Design core_lsu_flat, sky130hd; sources not shown.
Fig. 1: met2 routing
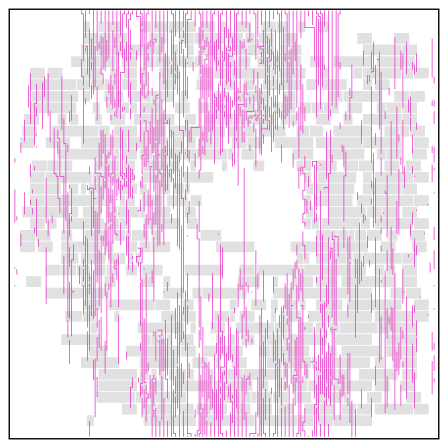
share of all routed wire	51%
longest straight run	35.0 um
wire length on this layer	6050 um
main direction	vertical
routed wire length: 11800 um
met2 global-route usage: 40.4%
via count: 3517

Fig. 2: metal layers overlaid
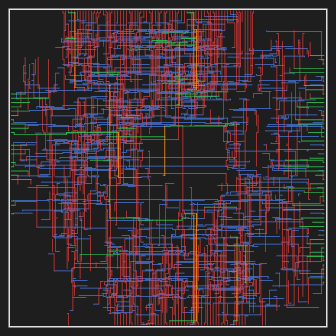
layer	colour	wire length
metal 3	green	641 um
metal 2	red	6050 um
metal 1	blue	4820 um
metal 4	orange	265 um
Avg WL per Cell: 17.4 um
total track usage: 23.0%

Fig. 3: met3 routing
Bar = 20 um.
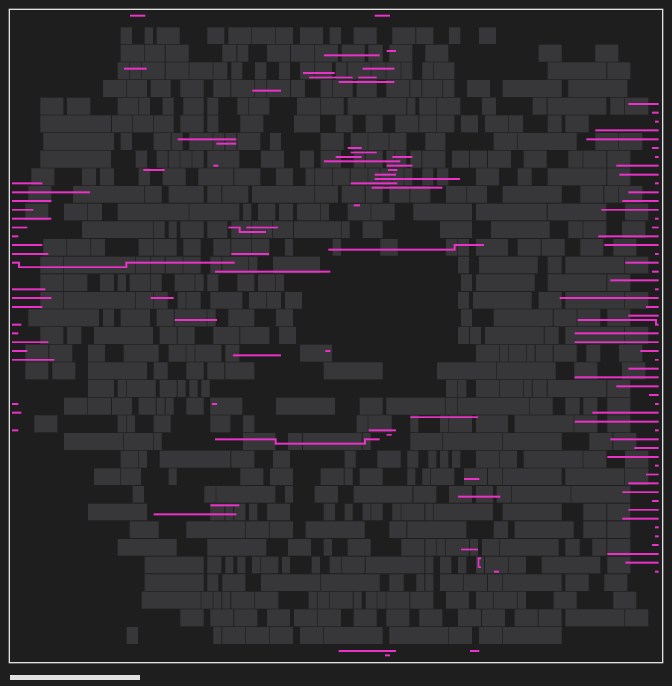
nets with wire on the layer	110
longest straight run	19.3 um
wire length on this layer	641 um
share of all routed wire	5.5%
main direction	horizontal
M3 GR Usage: 4.23%

==> qor.csv <==
stage,metric,value,unit
outcome,status,"complete, no violations",
timing,"Period Utilization, post-route",96.6,%
power,PD cells,605,nW/um2
placed_design,dpl ws,-0.0354,ns
setup_path,worst reg2reg path depth,9,
clock_tree,total CTS buffers,9,
synthesis,"top cells, area","dfrtp_1 42%, edfxtp_1 8.3%, mux2i_1 5.8%",
synthesis,syn nets,467,
power,Leak,2.68,nW
synthesis,ys cells,353,
clock_tree,TritonCTS clock tree,done,
cells_and_area,Commonest Layout Cell,clkdlybuf4s50_1,
setup_path,crit-path max FO,16,
grt,initial antenna violation count,0,
clock_tree,CTS Hold Bufs,0,
setup_path,Worst EP required,2.97,ns
synthesis,Post-Syn Area per Cell,10.3,um2
synthesis,register share after synthesis,50.3,%
power,VDD IR max,0.000483,V
synthesis,"EDFF count, synth",10,
job,Log Warnings,43,
synthesis,Mapped Cells,353,
floorplanning,cell row count,35,
clock_tree,H-tree depth,3,
synthesis,Synthesis Warnings,0,
timing,fmax,296,MHz
synthesis,most used flip-flop cell,dfrtp_1,
timing,Clock Skews,0.0130,ns
clock_tree,CTS Root Cell,clkbuf_8,
cells_and_area,Top Layout Cells,"156 x clkdlybuf4s50_1, 61 x dfrtp_1, 39 x nand2_1, 36 x buf_4, 31 x and2_1",
timing,Worst slew margin,35.7,%
cells_and_area,Gate Area,1650,um2
clock_tree,CTS sink cnt,71,
cells_and_area,Seq. cell area,1830,um2
synthesis,Async SR Flop Fraction,85.9,%
job,Max-Cap Viols,0,
placed_design,DPL Wire Length,8930,um
cells_and_area,# diodes,0,
grt,first-pass GRT wire length,18200,um
cells_and_area,Fill cells,712,
setup_path,CP Data Arrival Time,2.86,ns
cells_and_area,max reg flops,32,
routing,DRC marker count from the first detailed-route iteration,250,
timing,Final Hold Viols,0,
clock_tree,Clock transition at path regs,0.08,ns
floorplanning,core area,9150,um2
clock_tree,CTS max path bufs,2,
timing,Tmin final,3.38,ns
synthesis,Synth Cell Area,3630,um2
synthesis,post-synthesis chip area from yosys,3630,um2
placed_design,routability-driven placement congestion ratio,0.879,
setup_path,Setup crit end kind,primary output,
grt,number of global-route vias before repair,3586,
setup_path,CP Cell Sequence,inv_1 > ha_2 > nor2b_1 > a22o_1 > nand2_4 > o221ai_4 > buf_12 > o21ai_2 > dlygate4sd2_1,
grt,total grt overflow,0,
floorplanning,die area,10100,um2
cells_and_area,fin util,64.6,%
cells_and_area,area growth from synthesis to layout,62.9,%
power,total power,3.58,mW
cells_and_area,nets@finish,673,
synthesis,Top non-seq family,AND-OR/OR-AND gates,
floorplanning,Die X,101,um
routing,routed vias/inst,5.21,
timing,Worst Max-Slew Pin Slew,0.963,ns
placed_design,I/O Buffers,189,
timing,Setup-failing EPs final,0,
cells_and_area,share of cells above drive strength 1,17.6,%
placed_design,DP Cell Count,657,
synthesis,Unique cell types,49,
[where the power goes]
part | switching [mW] | total (mW) | leakage, nW | internal [mW]
logic | 1.10 | 1.84 | 1.64 | 0.741
registers | 0.0447 | 0.988 | 0.929 | 0.944
clock network | 0.338 | 0.749 | 0.116 | 0.411
[area by class of cell]
| cell class | instances | area share (%) |
|---|---|---|
| clock inverters | 7 | 1.73 |
| clock buffers | 9 | 2.09 |
| flip-flops and latches | 71 | 30.9 |
| inverters | 11 | 0.698 |
| well taps | 111 | 2.35 |
| repair buffers | 216 | 34.4 |
| multi-input cells | 250 | 27.9 |
[worst max-delay path: cells and delay by family (launching register included)]
| kind | cells | cell delay [ns] |
|---|---|---|
| AND/OR/NAND/NOR | 2 | 0.43 |
| flip-flops | 1 | 0.41 |
| AND-OR/OR-AND | 3 | 0.73 |
| buffers and inverters | 3 | 0.65 |
| adder cells (fa/ha/maj) | 1 | 0.26 |
[per-layer routing]
| layer | global-route usage, % | routed length, um | vias to the layer above |
|---|---|---|---|
| li1 | - | - | 1664 |
| met1 | 29.0 | 4820 | 1673 |
| met2 | 40.4 | 6050 | 154 |
| met3 | 4.23 | 641 | 26 |
| met4 | 6.64 | 264 | 0 |
| met5 | 0 | 0 | - |
[cells in the mapped netlist (5+ instances only)]
cell      number
a211oi_1       9
a21oi_1       20
and2_1        31
buf_6          5
clkbuf_1       8
dfrtp_1       61
edfxtp_1      10
ha_1           5
inv_1         11
mux2i_1       21
nand2_1       39
nor2_1        18
nor3_1         8
o21ai_0       27
o21ai_2       12
o22ai_1        8
[metrics by stage]
stage               hold WS (ns)  cell area, um2
finish                     0.237            5920
global route               0.282            5920
CTS                        0.255            5910
detailed placement         0.552            5700
global placement           0.523            5700
floorplan                  0.229            3630
No activity file was given, so power comes from the tool's default toggle rates.
